## config.mk

```make
export PLATFORM = sky130hd
export DESIGN_NAME = lb_uart_tx
export DESIGN_NICKNAME = d
export VERILOG_FILES = /design/src/rtl/lb_uart_tx.sv
export SDC_FILE = /design/constraint.sdc
export NUM_CORES = 1
export LEC_CHECK = 0
export ABC_CLOCK_PERIOD_IN_PS = 3300
export CAP_MARGIN = 20
export CORE_AREA = 5 5 144 146
export CTS_BUF_LIST = sky130_fd_sc_hd__clkbuf_8
export DETAILED_ROUTE_END_ITERATION = 8
export DIE_AREA = 0 0 149 151
export PLACE_DENSITY = 0.77
export RECOVER_POWER = 25
export SLEW_MARGIN = 20
export SYNTH_ARGS = -nofsm -noshare
export SYNTH_HDL_FRONTEND = slang
export SYNTH_SLANG_ARGS = --single-unit
```

## constraint.sdc

```tcl
create_clock -name clk -period 3.3 [get_ports clk]
set_input_delay 0.66 -clock clk [delete_from_list [all_inputs] [get_ports clk]]
set_output_delay 0.66 -clock clk [all_outputs]
set_load 0.01 [all_outputs]
```

## src/rtl/lb_uart_tx.sv

```systemverilog
// lb_uart_tx: localbus TX FIFO feeding an 8N1 UART serializer.
// Define UART_TX_PARITY_EN for an even-parity bit (8E1 frames).
module lb_uart_tx #(
  parameter int          XLEN      = 32,
  parameter logic [31:0] BASE_ADDR = 32'h0000_0300,
  parameter int          DEPTH     = 16,
  parameter logic [15:0] DIV_RST   = 16'd867
) (
  input  logic            clk,
  input  logic            rst_n,
  input  logic [XLEN-1:0] addr,
  input  logic [XLEN-1:0] qin,
  input  logic [3:0]      we,
  output logic [XLEN-1:0] qout,
  output logic            uart_tx
);
  localparam int AW = $clog2(DEPTH);
  localparam int CW = AW + 1;

  typedef enum logic [2:0] {
    S_IDLE, S_START, S_DATA, S_PAR, S_STOP
  } state_e;

  state_e          state_q, state_d;
  logic [15:0]     cnt_q, cnt_d;
  logic [15:0]     lim_q, lim_d;
  logic [2:0]      idx_q, idx_d;
  logic [7:0]      sh_q, sh_d;
  logic            par_q, par_d;
  logic            tx_q, tx_d;
  logic [AW-1:0]   wp_q, wp_d;
  logic [AW-1:0]   rp_q, rp_d;
  logic [CW-1:0]   count_q, count_d;
  logic            ovf_q, ovf_d;
  logic [15:0]     div_q, div_d;
  logic [XLEN-1:0] qout_q, qout_d;
  logic [7:0]      mem_q [DEPTH];

  logic            hit, push, push_ok, pop, clr;
  logic            full, empty, bit_end, busy;
  logic [1:0]      sel;
  logic [7:0]      head;
  logic [XLEN-1:0] status;
  logic            unused_bits;

  assign hit     = addr[XLEN-1:4] == BASE_ADDR[XLEN-1:4];
  assign sel     = addr[3:2];
  assign full    = count_q == CW'(DEPTH);
  assign empty   = count_q == '0;
  assign push    = hit && sel == 2'd0 && we[0];
  assign push_ok = push && !full;
  assign clr     = hit && sel == 2'd1 && we[0] && qin[3];
  assign head    = mem_q[rp_q];
  assign bit_end = cnt_q == lim_q;
  assign unused_bits = ^{addr[1:0], qin[XLEN-1:16], we[3:2]};

  always_ff @(posedge clk or negedge rst_n) begin
    if (!rst_n) begin
      state_q <= S_IDLE;
      cnt_q   <= '0;
      lim_q   <= '0;
      idx_q   <= '0;
      sh_q    <= '0;
      par_q   <= 1'b0;
      tx_q    <= 1'b1;
      wp_q    <= '0;
      rp_q    <= '0;
      count_q <= '0;
      ovf_q   <= 1'b0;
      div_q   <= DIV_RST;
      qout_q  <= '0;
    end else begin
      state_q <= state_d;
      cnt_q   <= cnt_d;
      lim_q   <= lim_d;
      idx_q   <= idx_d;
      sh_q    <= sh_d;
      par_q   <= par_d;
      tx_q    <= tx_d;
      wp_q    <= wp_d;
      rp_q    <= rp_d;
      count_q <= count_d;
      ovf_q   <= ovf_d;
      div_q   <= div_d;
      qout_q  <= qout_d;
    end
  end

  always_ff @(posedge clk) begin
    if (push_ok) mem_q[wp_q] <= qin[7:0];
  end

  // Bit length is latched at each bit boundary from BAUDDIV.
  always_comb begin
    state_d = state_q;
    cnt_d   = cnt_q;
    lim_d   = lim_q;
    idx_d   = idx_q;
    sh_d    = sh_q;
    par_d   = par_q;
    pop     = 1'b0;
    if (state_q != S_IDLE) begin
      if (bit_end) begin
        cnt_d = '0;
        lim_d = div_q;
      end else begin
        cnt_d = cnt_q + 16'd1;
      end
    end
    unique case (state_q)
      S_IDLE: begin
        if (!empty) pop = 1'b1;
      end
      S_START: begin
        if (bit_end) begin
          state_d = S_DATA;
          idx_d   = '0;
        end
      end
      S_DATA: begin
        if (bit_end) begin
          sh_d  = {1'b0, sh_q[7:1]};
          idx_d = idx_q + 3'd1;
          if (idx_q == 3'd7) begin
`ifdef UART_TX_PARITY_EN
            state_d = S_PAR;
`else
            state_d = S_STOP;
`endif
          end
        end
      end
      S_PAR: begin
        if (bit_end) state_d = S_STOP;
      end
      S_STOP: begin
        if (bit_end) begin
          if (!empty) pop = 1'b1;
          else state_d = S_IDLE;
        end
      end
      default: state_d = S_IDLE;
    endcase
    if (pop) begin
      state_d = S_START;
      sh_d    = head;
      par_d   = ^head;
      cnt_d   = '0;
      lim_d   = div_q;
    end
  end

  always_comb begin
    tx_d = 1'b1;
    busy = state_q != S_IDLE;
    unique case (state_q)
      S_START: tx_d = 1'b0;
      S_DATA:  tx_d = sh_q[0];
      S_PAR:   tx_d = par_q;
      default: tx_d = 1'b1;
    endcase
  end

  always_comb begin
    wp_d    = wp_q;
    rp_d    = rp_q;
    count_d = count_q;
    ovf_d   = ovf_q;
    div_d   = div_q;
    if (push_ok) wp_d = wp_q + AW'(1);
    if (pop) rp_d = rp_q + AW'(1);
    if (push_ok && !pop) count_d = count_q + CW'(1);
    if (!push_ok && pop) count_d = count_q - CW'(1);
    if (push && full) ovf_d = 1'b1;
    else if (clr) ovf_d = 1'b0;
    if (hit && sel == 2'd2) begin
      if (we[0]) div_d[7:0]  = qin[7:0];
      if (we[1]) div_d[15:8] = qin[15:8];
    end
  end

  always_comb begin
    status         = '0;
    status[0]      = busy;
    status[1]      = full;
    status[2]      = empty;
    status[3]      = ovf_q;
    status[8 +: CW] = count_q;
    qout_d = '0;
    if (hit) begin
      unique case (sel)
        2'd1:    qout_d = status;
        2'd2:    qout_d = {{(XLEN-16){1'b0}}, div_q};
        default: qout_d = '0;
      endcase
    end
  end

  assign qout    = qout_q;
  assign uart_tx = tx_q;
endmodule

```

Figure 1. Placed standard cells (run 1).
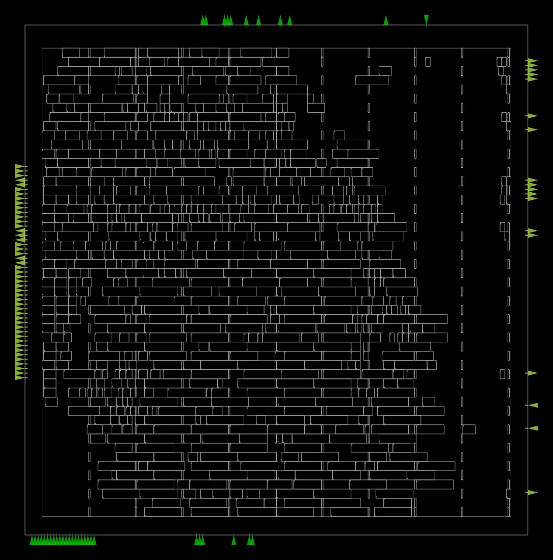
flop count: 222
register share of the cell area: 55.2%
FP Rows: 51
n_taps: 265

Figure 2. Nets reached from selected ports (run 1).
Bar = 50 um.
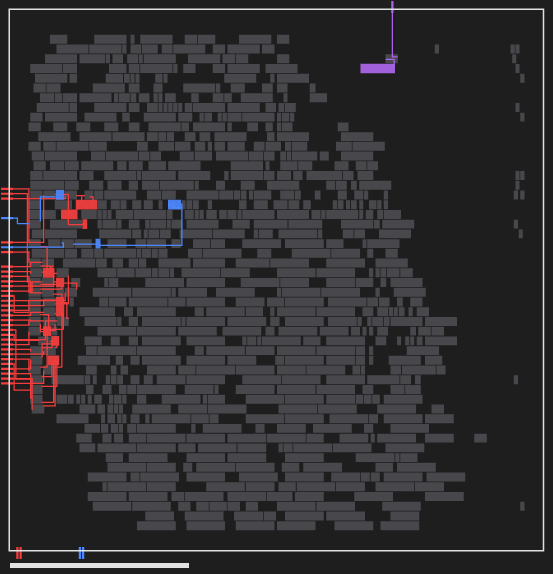
Key: blue = `we` [bits 4, direction input, end cells 4, buffers 2, wire 82.0 um]; purple = `uart_tx` [bits 1, direction output, end cells 1, buffers 1, wire 18.5 um]; red = `addr` [bits 32, direction input, end cells 11, buffers 31, wire 574 um]

Figure 3. Metal layers overlaid (run 1).
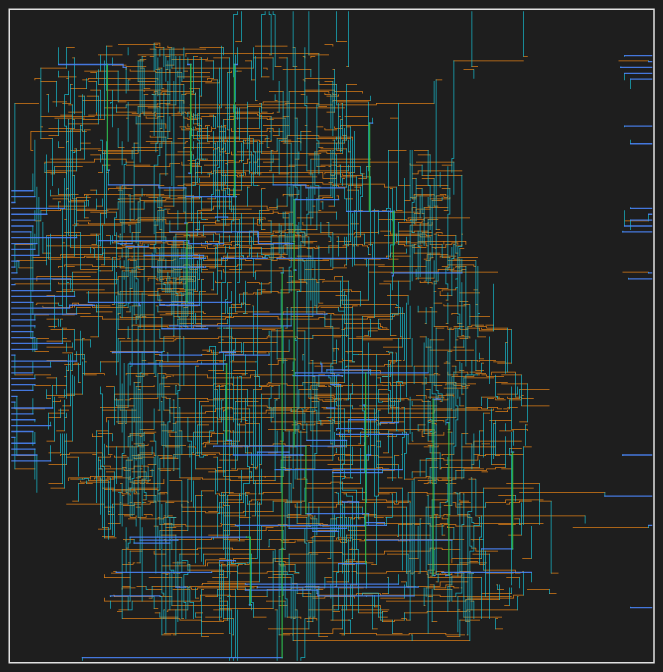
Key: blue = M3 [wire length 1370 um]; orange = M1 [wire length 7760 um]; cyan = M2 [wire length 9230 um]; green = M4 [wire length 472 um]

Figure 4. Cells colored by class (run 1).
Fill, decap, tap and diode cells in gray.
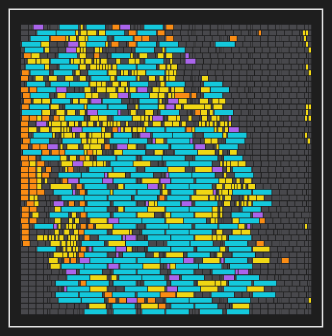
Key: cyan = registers [cells 222, share of their area 57%]; yellow = remaining logic cells [cells 377, share of their area 29%]; purple = clock drivers and dummy loads [cells 61, share of their area 5.9%]; orange = remaining buffers and delay cells [cells 98, share of their area 8.5%]
Final Cell Area: 11200 sq um
core area: 19300 sq um
final core utilization: 58.4%

==> job_summary.md, run 1 <==
## Synthesis and layout report

| Metric | Value |
|---|---|
| Buf+Inv Stages, Crit Path | 1 |
| Peak supply drop | 0.000310 V |
| Final ANT Viol Nets | 0 |
| Pint | 4.73 mW |
| Flops after synth | approximately 220 |
| Die area | around 22000 sq um |
| Detailed Route Iter0 Violations | 358 |
| First-pass GRT wire length | 30.4 mm |
| Nets | 818 |
| Max cap viols | 1 |
| Post-CTS Hold Buffers | 0 |
| Final Max Slew Viols | 45 |
| Yosys synthesis chip area | 9500 sq um |
| Failing checks | max-capacitance violations, max-slew violations |
| Number of vias per cell | ~5.4 |
| Sw Share | 26.4% |
| Met1 GRT Util | between 20% and 30% |
| Vias | 5555 |
| CP top delay family | AND-OR/OR-AND gates |
| Final WS setup | approximately 0.19 ns |
| Tot Pwr | 6.42 mW |
| CTS tree | built |
| Fin Hold WS | 0.507 ns |
| Max Root-Sink Buffers | 3 |
| Critical Path AT | 3.52 ns |
| DP Area | roughly 11000 sq um |
| Gpl congestion | ~0.81 |
| Placed insts | between 900 and 1000 |
| Slowest-stage cell, CP | a2111oi_4 |
| Worst slew pin tran | around 2.6 ns |
| Synth Cell Area | 9500 sq um |
| Synth warnings | 0 |
| Pwr Density | between 500 and 600 nW/um^2 |
| Final non-filler cell total | 1023 |
| Rel. slew slack | -72.3% |
| Sum of negative setup slack | 0 ns |
| Comb pwr share | 17.7% |
| Final Hold Vio Count | 0 |
| Fmax | 322 MHz |
| Detailed placer's ending HPWL | 12.9 mm |
| Outcome | complete, but fails checks |
| Leak Pwr | roughly 4.5 nW |
| Post-Syn Instances | around 630 |
| R2R setup slack | ~0.19 ns |
-- run 1: power by group through the flow --
stage                     Clock (mW)  Combinational [mW]  Sequential [mW]
after global placement             0                1.06             3.19
after global routing            2.32                1.27             3.16
after floorplan                    0               0.864             3.14
after detailed placement           0                1.13             3.20
after CTS                       2.20                1.13             3.15
final                           2.14                1.14             3.15
-- run 1: cell type report --
class / instances / area [sq um]
fillers: 1448 / 8020
flip-flops and latches: 222 / 6210
multi-input cells: 362 / 3080
repair buffers: 98 / 932
clock buffers: 40 / 551
well taps: 265 / 332
clock inverters: 21 / 90.1
inverters: 15 / 56.3
-- run 1: Yosys cell counts, drive strengths merged, types with 15 or more instances --
cell type | instances | area (sq um)
edfxtp | 128 | 3840
dfrtp | 87 | 2180
nand2 | 42 | 158
nor2 | 39 | 156
mux2 | 35 | 394
mux4 | 32 | 721
xor2 | 32 | 280
buf | 27 | 185
a22oi | 24 | 180
clkbuf | 19 | 71.3
xnor2 | 17 | 149
and3 | 15 | 93.8
inv | 15 | 56.3
o21ai | 15 | 75.1
-- run 1: timing repair --
item | 4_1_cts | 5_1_grt
buffers inserted | 0 | 2
setup endpoints to repair | 0 | 1
gates resized | 0 | 8
-- run 1: routing by layer --
layer / vias up / share of wire, %
li1: 2521 / -
met1: 2779 / 41
met2: 220 / 49
met3: 35 / 7.3
met4: 0 / 2.5
met5: - / 0
-- run 1: cells in the final DEF, fill, tap and decap left out, drive strengths merged, types with 4 or more instances in the layout --
cell type / netlist / final
inv: 15 / 27
clkdlybuf4s50: 0 / 62
a21oi: 5 / 5
nor4: 14 / 14
mux2: 35 / 35
nand4: 5 / 5
edfxtp: 128 / 128
and2: 7 / 7
nand2: 42 / 42
xor2: 32 / 32
buf: 27 / 32
clkbuf: 19 / 41
nor3: 7 / 7
ha: 14 / 14
clkinv: 0 / 9
dfrtp: 87 / 87
mux4: 32 / 32
a22o: 5 / 5
and3: 15 / 15
nand3: 7 / 7
nor4b: 4 / 4
conb: 1 / 16
mux2i: 7 / 7
a22oi: 24 / 24
xnor2: 17 / 17
nor2: 39 / 39
o21ai: 15 / 15
dfstp: 7 / 7
-- run 1: cells by family (layout without fill, tap and decap cells) --
logic type / Yosys count / in the layout / synth area share, %
AND-OR/OR-AND: 60 / 60 / 4.62
other: 1 / 16 / 0.0395
AND/OR/NAND/NOR: 149 / 149 / 7.89
XOR/XNOR: 49 / 49 / 4.52
buffers and inverters: 61 / 174 / 3.29
adder cells (fa/ha/maj): 14 / 14 / 1.84
multiplexers: 74 / 74 / 12.5
flip-flops: 222 / 222 / 65.3
-- run 1: worst paths after layout --
path                       startpoint          to  cells past startpoint
min                          lim_q[4]    lim_q[4]                      1
max reg2reg                  cnt_q[7]  count_q[4]                     13
min in group asynchronous       rst_n     sh_q[3]                      1
max                          cnt_q[7]  count_q[4]                     13
min reg2reg                  lim_q[4]    lim_q[4]                      1
max in group asynchronous       rst_n    cnt_q[0]                      1
-- run 1: sequential cells by signal (all words and copies together), names as in the netlist --
name     flops
sh_q         8
count_q      5
ovf_q        1
idx_q        3
state_q      3
rp_q         4
div_q       16
par_q        1
uart_tx      1
wp_q         4
mem_q      128
qout        16
cnt_q       16
lim_q       16
Figure 5. Cells by drive strength (run 1).
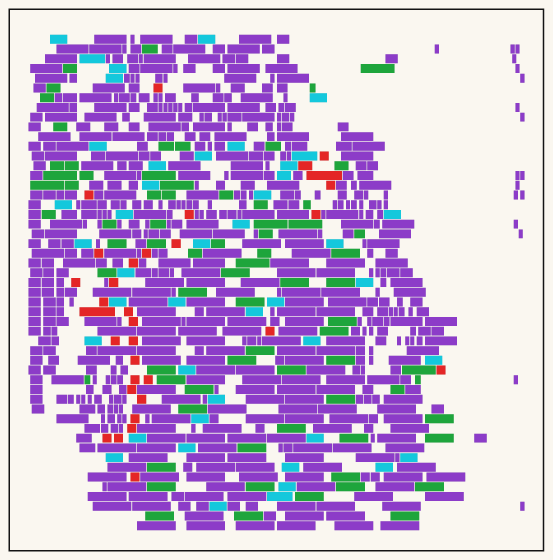

--- run 2 (diff from run 1) ---
==> constraint.sdc (replaced) <==
create_clock -name clk -period 3.3 [get_ports clk]
set_input_delay 0.66 -clock clk [delete_from_list [all_inputs] [get_ports clk]]
set_output_delay 0.66 -clock clk [all_outputs]
set_load 0.1 [all_outputs]
Figure 6. Cells by drive strength (run 2).
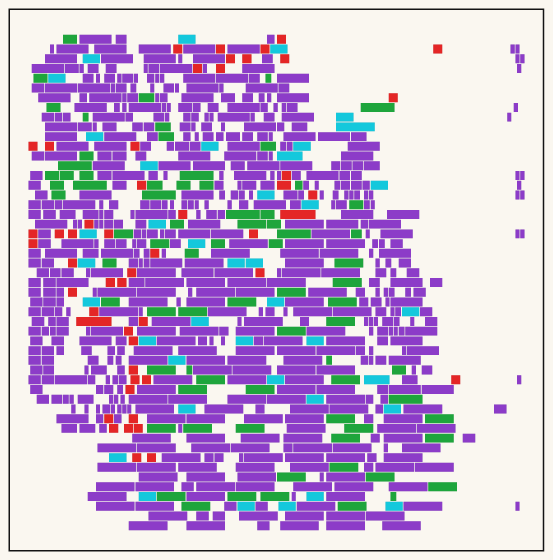
Key: green = x2 [cells 75, share 9.9%]; cyan = x6 and larger [cells 39, share 5.1%]; red = x3 and x4 [cells 51, share 6.7%]; purple = x1 and smaller [cells 593, share 78%]
Final WS setup: 0.205 ns
area grow syn2layout: 17.7%
bufs w/o clock: 98
Final Cell Area: 11200 sq um

Figure 7. Metal layers overlaid (run 2).
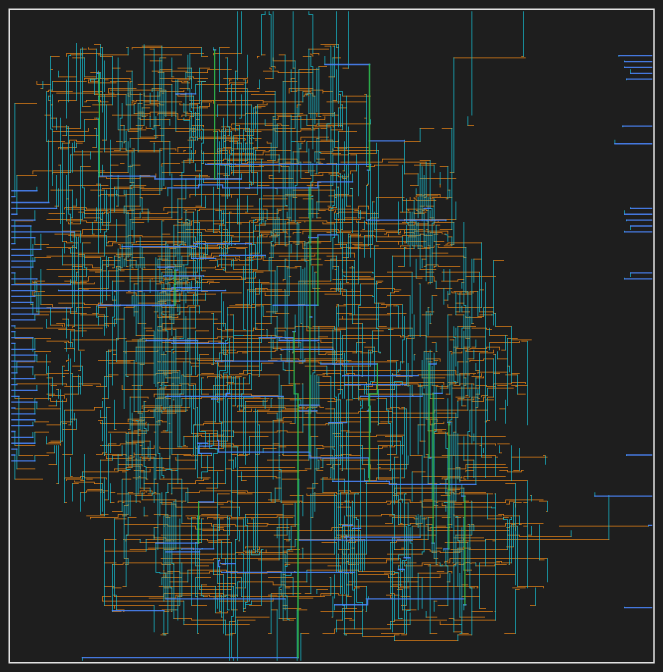
Key: blue = M3 [wire length 1140 um]; green = M4 [wire length 389 um]; orange = M1 [wire length 7860 um]; cyan = M2 [wire length 9310 um]
Avg WL per Cell: 18.3 um
final WL: 18.7 mm

==> run 2 against run 1 <==
Against the previous run:
- the run now ends clean
- routed wire length is 0.71% lower
- power rose by 1.0%
- highest routed layer unchanged
- fmax increased by 0.38%
- critical path type unchanged
==> job_summary.md, run 2 <==
## Synthesis and layout report

| Metric | Value |
|---|---|
| Outcome | finished, final reports clean |
| Fin Hold WS | 0.177 ns (-0.329 ns) |
| Combinational Area | 3080 sq um (unchanged) |
| Post-Syn Instances | 630 (unchanged) |
| Biggest register | mem_q |
| RR Endpoint | count_q[4] |
| Critical Path AT | 3.49 ns (-0.03 ns) |
| Flops after synth | 222 (unchanged) |
| Number of vias per cell | 5.32 (-1.9%) |
| Sw Share | 27.6% (+1.2 points) |
| Top cells by area, synth | edfxtp_1, dfrtp_1, mux4_2 |
| Rel. slew slack | 11.6% (+84 points) |
| Top cell excl fill/tap | edfxtp_1 |
| Worst slew pin tran | 1.33 ns (-1.26 ns) |
| First-pass GRT wire length | 30.6 mm (+0.52%) |
| Die area | 22500 sq um (unchanged) |
| R2R setup slack | 0.20 ns (about the same) |
| Gpl congestion | 0.807 (-0.76%) |
| Post-CTS Hold Buffers | 0 (unchanged) |
| Final Max Slew Viols | 0 (-100%) |
| Number of post-CTS setup repair buffers | 0 (unchanged) |
| Synth warnings | 0 (unchanged) |
| Post-synth top area cell | edfxtp_1 |
| Yosys synthesis chip area | 9500 sq um (unchanged) |
| Synth Cell Area | 9500 sq um (unchanged) |
| Leak Pwr | 4.51 nW (+0.34%) |
| Core area | 19300 sq um (unchanged) |
| Top Metal Used | met4 |
| Launch point of the worst reg-to-reg path | cnt_q[3] |
| Met2 wire length | 9.31 mm (+0.92%) |
| WL met1 | 7.86 mm (+1.2%) |
| Fmax | 323 MHz (+0.38%) |
| CTS tree | built |
| Slowest-stage cell, CP | a2111oi_4 |
| Detailed Route Iter0 Violations | 375 (+4.7%) |
| Max cap viols | 0 (-1) |
| Tot Pwr | 6.49 mW (+1.0%) |
| Max Root-Sink Buffers | 3 (unchanged) |
| Nets | 818 (unchanged) |
| Seq. cell area | 6210 sq um (about the same) |
| CP top delay family | AND-OR/OR-AND gates |
| Post-CTS Resized | 0 (unchanged) |
| Post-synth top cells | edfxtp_1, dfrtp_1, nand2_1 |
| Top cell area share | 40.5% (unchanged) |
| Most common cell in the synthesized netlist | edfxtp_1 |
| Largest register FFs | 128 (unchanged) |
| Vias | 5447 (-1.9%) |
| Pwr Density | 581 nW/um^2 (+1.7%) |
| Register-to-Register Path Depth | 13 (unchanged) |
| Fill cells | 1477 (+2.0%) |
| Met3 wire len | 1.14 mm (-17%) |
| DP Area | 10500 sq um (-0.38%) |
| Buf+Inv Stages, Crit Path | 1 (unchanged) |
| Comb pwr share | 18.9% (+1.2 points) |
| Final Hold Vio Count | 0 (unchanged) |
Figure 8. Nets reached from selected ports (run 2).
Bar = 50 um.
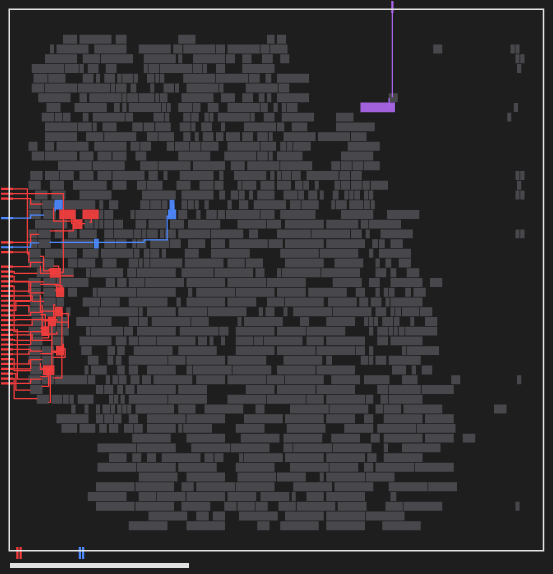
Key: purple = `uart_tx` [bits 1, direction output, end cells 1, buffers 1, wire 27.4 um]; blue = `we` [bits 4, direction input, end cells 4, buffers 2, wire 67.0 um]; red = `addr` [bits 32, direction input, end cells 11, buffers 31, wire 533 um]

## run 2: cell counts after synthesis
Identical to the previous run, type by type.
## run 2: layer usage
metal,vias up,GRT usage [%]
met5,-,0
met4,0,5.63
met3,31,3.41
met2,193,29.1
met1,2707,22.8
li1,2516,-
## run 2: cell type report
type                       instances  area share (%)
sequential                       222            55.5
multi-input combinational        362            27.6
timing repair buffer              98            7.81
clock buffer                      36            4.43
tap                              265            2.97
clock inverter                    25            1.20
inverter                          15           0.504
## run 2: through the flow
step                      std cells  util, %
after CTS                      1023     57.9
after global placement          962     54.6
after global routing           1023     58.0
after floorplan                 645        -
after detailed placement        962     54.6
final                          1023     58.0
## run 2: power groups by stage
stage / registers (mW) / clock network, mW / logic, mW
detailed placement: 3.21 / 0 / 1.22
finish: 3.16 / 2.10 / 1.23
CTS: 3.16 / 2.15 / 1.23
global placement: 3.20 / 0 / 1.16
global route: 3.17 / 2.30 / 1.34
floorplan: 3.18 / 0 / 0.936
## run 2: how the worst max path moves through the flow
stage	from	endpoint	slack [ns]	cells after the start
2_1_floorplan	cnt_q[11]	count_q[4]	0.03	15
3_3_place_gp	addr[26]	count_q[4]	-0.15	14
3_5_place_dp	addr[26]	count_q[4]	-0.19	14
4_1_cts	cnt_q[3]	count_q[4]	0.08	13
5_1_grt	cnt_q[2]	count_q[4]	0.02	13
6_report	cnt_q[3]	count_q[4]	0.20	13
## run 2: cell families after synthesis
family	synth area share [%]
buffers and inverters	3.29
xor gates and xnor gates	4.52
AOI/OAI and AO/OA	4.62
DFF	65.3
other	0.0395
adders and majority gates	1.84
muxes	12.5
and+or+nand+nor	7.89
## run 2: worst reg2reg max path, cell delays in order, from the launching register on
cell and delay, ns:
dfrtp_1 0.43, xor2_1 0.17, nor4_2 0.37, nand4_2 0.23, a2111oi_4 0.52, ha_2 0.28
xor2_1 0.15, ha_2 0.21, inv_1 0.05, o21ai_0 0.13, a21oi_1 0.09, a221oi_2 0.17
nor2_1 0.07, xnor2_1 0.12
Figure 9. Placed standard cells (run 2).
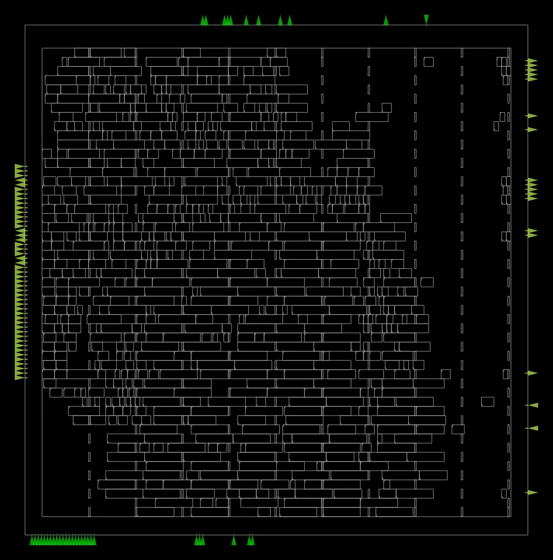

--- run 3 (diff from run 2) ---
--- a/config.mk
+++ b/config.mk
@@ -7,11 +7,12 @@
 export LEC_CHECK = 0
 export ABC_CLOCK_PERIOD_IN_PS = 3300
 export CAP_MARGIN = 20
-export CORE_AREA = 5 5 144 146
+export CORE_AREA = 5 5 140 142
 export CTS_BUF_LIST = sky130_fd_sc_hd__clkbuf_8
 export DETAILED_ROUTE_END_ITERATION = 8
-export DIE_AREA = 0 0 149 151
-export PLACE_DENSITY = 0.77
+export DIE_AREA = 0 0 145 147
+export HOLD_SLACK_MARGIN = 0.06
+export PLACE_DENSITY = 0.81
 export RECOVER_POWER = 25
 export SLEW_MARGIN = 20
 export SYNTH_ARGS = -nofsm -noshare
Figure 10. Placed standard cells (run 3).
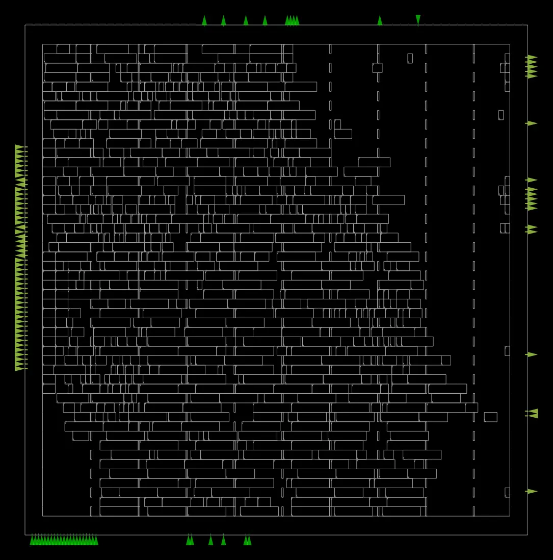
n_taps: 234
Fill cells: 1268

Figure 11. Cells by drive strength (run 3).
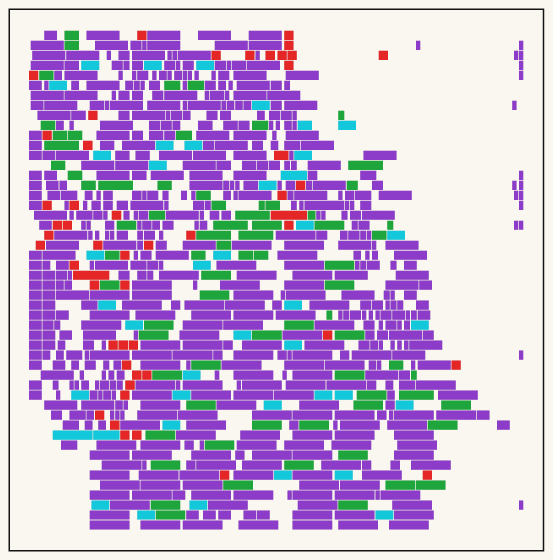
Key: purple = x1 and smaller [cells 596, share 78%]; cyan = x6 and larger [cells 41, share 5.4%]; green = x2 [cells 74, share 9.7%]; red = x3 and x4 [cells 50, share 6.6%]

Figure 12. Nets reached from selected ports (run 3).
Bar = 50 um.
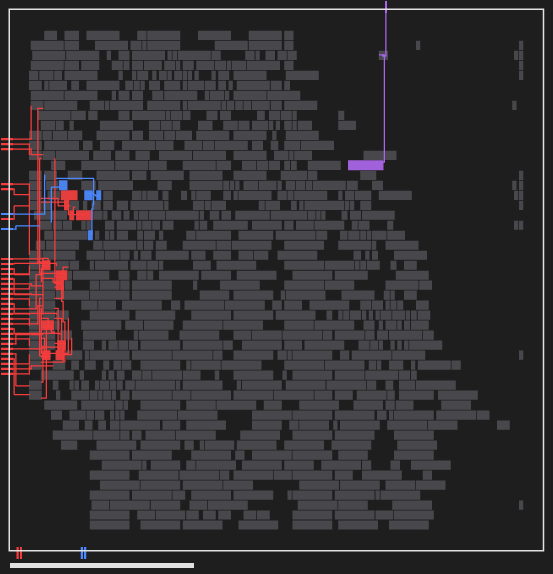
Key: purple = `uart_tx` [bits 1, direction output, end cells 1, buffers 1, wire 44.5 um]; red = `addr` [bits 32, direction input, end cells 11, buffers 31, wire 661 um]; blue = `we` [bits 4, direction input, end cells 4, buffers 2, wire 71.0 um]
PortBufs: 66
IO Count: 103

==> run 3 against run 2 <==
Against the previous run:
- the run now ends with max-capacitance violations, max-slew violations left
- power rose by 0.63%
- setup slack lost 0.012 ns
- fmax decreased by 0.38%
- clock power grew 2%
- global-route usage grew 1.2 points
- register-to-register slack is essentially flat
- sequential power about the same
- synthesized cell count is the same
- first-iteration DRC count rose by 30%
- worst hold slack better by 0.33 ns
- non-clock buffer count rose by 1
==> job_summary.md, run 3 <==
## Synthesis and layout report

| Metric | Value |
|---|---|
| Outcome | complete, but fails checks |
| Critical Path AT | 3.51 ns (+0.02 ns) |
| Gpl congestion | 0.825 (+2.3%) |
| Max Root-Sink Buffers | 3 (unchanged) |
| CTS Buf Count | 35 |
| Leak Pwr | 4.54 nW (+0.67%) |
| Pwr Density | 585 nW/um^2 (+0.81%) |
| Final worst path period share | ~94% |
| Biggest register | mem_q |
| Grt met2 use | 31.5% (+2.3 points) |
| Largest register FFs | 128 (unchanged) |
| Floorplan core density | 51.8% |
| Pint | 4.73 mW |
| Area grow syn2layout | 17.5% |
| Synth Cell Area | 9500 sq um (unchanged) |
| CTS tree | built |
| Worst hold path type | register to register |
| DP Area | 10500 sq um (-0.37%) |
| CP Launch Type | register |
| Most common cell in the synthesized netlist | edfxtp_1 |
| GRT busiest layer | met2 |
| Final WL | 19.4 mm (+3.7%) |
| Post-synthesis area per instance | 15.1 sq um |
| Comb pwr share | 19.0% (about the same) |
| Final Max Slew Viols | 48 (+48) |
| Core area | 18300 sq um (-4.9%) |
| RR Endpoint | count_q[4] |
| Failing checks | max-capacitance violations, max-slew violations |
| Final Hold Vio Count | 0 (unchanged) |
| R2R setup slack | 0.19 ns (about the same) |
| Detailed placer's ending HPWL | 13.5 mm |
| Avg WL per Cell | 19.5 um (+6.6%) |
| Register-to-Register Path Depth | 13 (unchanged) |
| Post-synth top cells | edfxtp_1, dfrtp_1, nand2_1 |
| First-pass GRT wire length | 31.8 mm (+4.1%) |
| Vias | 5579 (+2.4%) |
| Launch point of the worst reg-to-reg path | cnt_q[8] |
| Post-Syn Instances | 630 (unchanged) |
| Yosys synthesis chip area | 9500 sq um (unchanged) |
| Initial antenna violation count | 0 |
| Tool warnings | 52 |
| Worst Setup Slack post-DPL | -0.157 ns |
| Rel. slew slack | -74.8% (-86 points) |
| Synth warnings | 0 (unchanged) |
| Worst Hold End | lim_q[0] |
| Fmax | 322 MHz (-0.38%) |
| Number of vias per cell | 5.61 (+5.3%) |
| Met1 GRT Util | 24.3% (+1.5 points) |
| Fin Hold WS | 0.505 ns (+0.328 ns) |
| Die area | 21300 sq um (-5.3%) |
| Flops after synth | 222 (unchanged) |
| Final Cell Area | 11200 sq um (-0.18%) |
| Sw Share | 27.6% (about the same) |
| Top cell excl fill/tap | edfxtp_1 |
| Top cells by area, synth | edfxtp_1, dfrtp_1, mux4_2 |
| FP Rows | 50 |
| Worst slew pin tran | 2.62 ns (+1.30 ns) |
| Met3 Track Usage GR | 3.55% (+0.14 points) |
| Tot Pwr | 6.53 mW (+0.63%) |
| Detailed Route Iter0 Violations | 486 (+30%) |
| Gr ovfl total | 0 |
| Nets | 819 (+0.12%) |
| Top cell area share | 40.5% (unchanged) |
| Final WS setup | 0.193 ns (-0.0117 ns) |
| Post-synth top area cell | edfxtp_1 |
| Max cap viols | 1 (+1) |
run 3: cell counts after synthesis:
Identical to the previous run, type by type.
run 3: power by group through the flow:
stage | Clock, mW | Sequential (mW) | Combinational, mW
3_3_place_gp | 0 | 3.20 | 1.16
2_1_floorplan | 0 | 3.18 | 0.936
6_report | 2.14 | 3.15 | 1.24
3_5_place_dp | 0 | 3.20 | 1.24
4_1_cts | 2.19 | 3.15 | 1.24
5_1_grt | 2.34 | 3.16 | 1.36
run 3: layout make-up:
cell class              count  area (sq um)
well taps                 234           293
repair buffers             99           882
multi-input cells         362          3070
fillers                  1268          7170
flip-flops and latches    222          6210
clock inverters            26           136
clock buffers              37           509
inverters                  15          56.3
run 3: metal layers:
metal	wire length, um	part of all wire, %
met3	1230	6.4
met5	0	0
met4	335	1.7
met2	9840	51
met1	7980	41
run 3: cells by family after synthesis:
group                      synth area share, %
AOI/OAI and AO/OA                         4.62
xor gates and xnor gates                  4.52
adders and majority gates                 1.84
buffers and inverters                     3.29
DFF                                       65.3
muxes                                     12.5
other                                   0.0395
and+or+nand+nor                           7.89
run 3: worst max path at each step:
stage,from,slack [ns],endpoint
detailed placement,addr[6],-0.16,count_q[4]
CTS,cnt_q[2],0.14,count_q[4]
floorplan,cnt_q[11],0.03,count_q[4]
global placement,addr[26],-0.1,count_q[4]
global route,cnt_q[12],-0.04,count_q[4]
finish,cnt_q[8],0.19,count_q[4]
run 3: what timing repair did:
item / in CTS / in global routing
hold endpoints to repair: 0 / 0
resized: 0 / 5
buffers inserted: 0 / 1
hold buffers: 0 / 0
setup endpoints to repair: 0 / 1
run 3: critical path, stage by stage (launching register included):
cell       delay (ns)
dfrtp_1          0.43
xor2_1           0.16
nor4_1           0.33
nand4_2          0.23
a2111oi_4        0.51
ha_2             0.27
xor2_1           0.15
ha_2             0.22
inv_1            0.05
o21ai_0          0.14
a21oi_1          0.08
a221oi_1         0.20
nor2_1           0.08
xnor2_1          0.12
run 3: per-stage QoR:
| stage | utilization, % | TNS, ns | cells |
|---|---|---|---|
| 2_1_floorplan | - | 0 | 645 |
| 3_3_place_gp | 57.2 | -0.0967 | 931 |
| 3_5_place_dp | 57.2 | -0.186 | 931 |
| 4_1_cts | 60.7 | 0 | 994 |
| 5_1_grt | 60.9 | -0.0416 | 995 |
| 6_report | 60.9 | 0 | 995 |
No activity file was given, so power comes from the tool's default toggle rates.
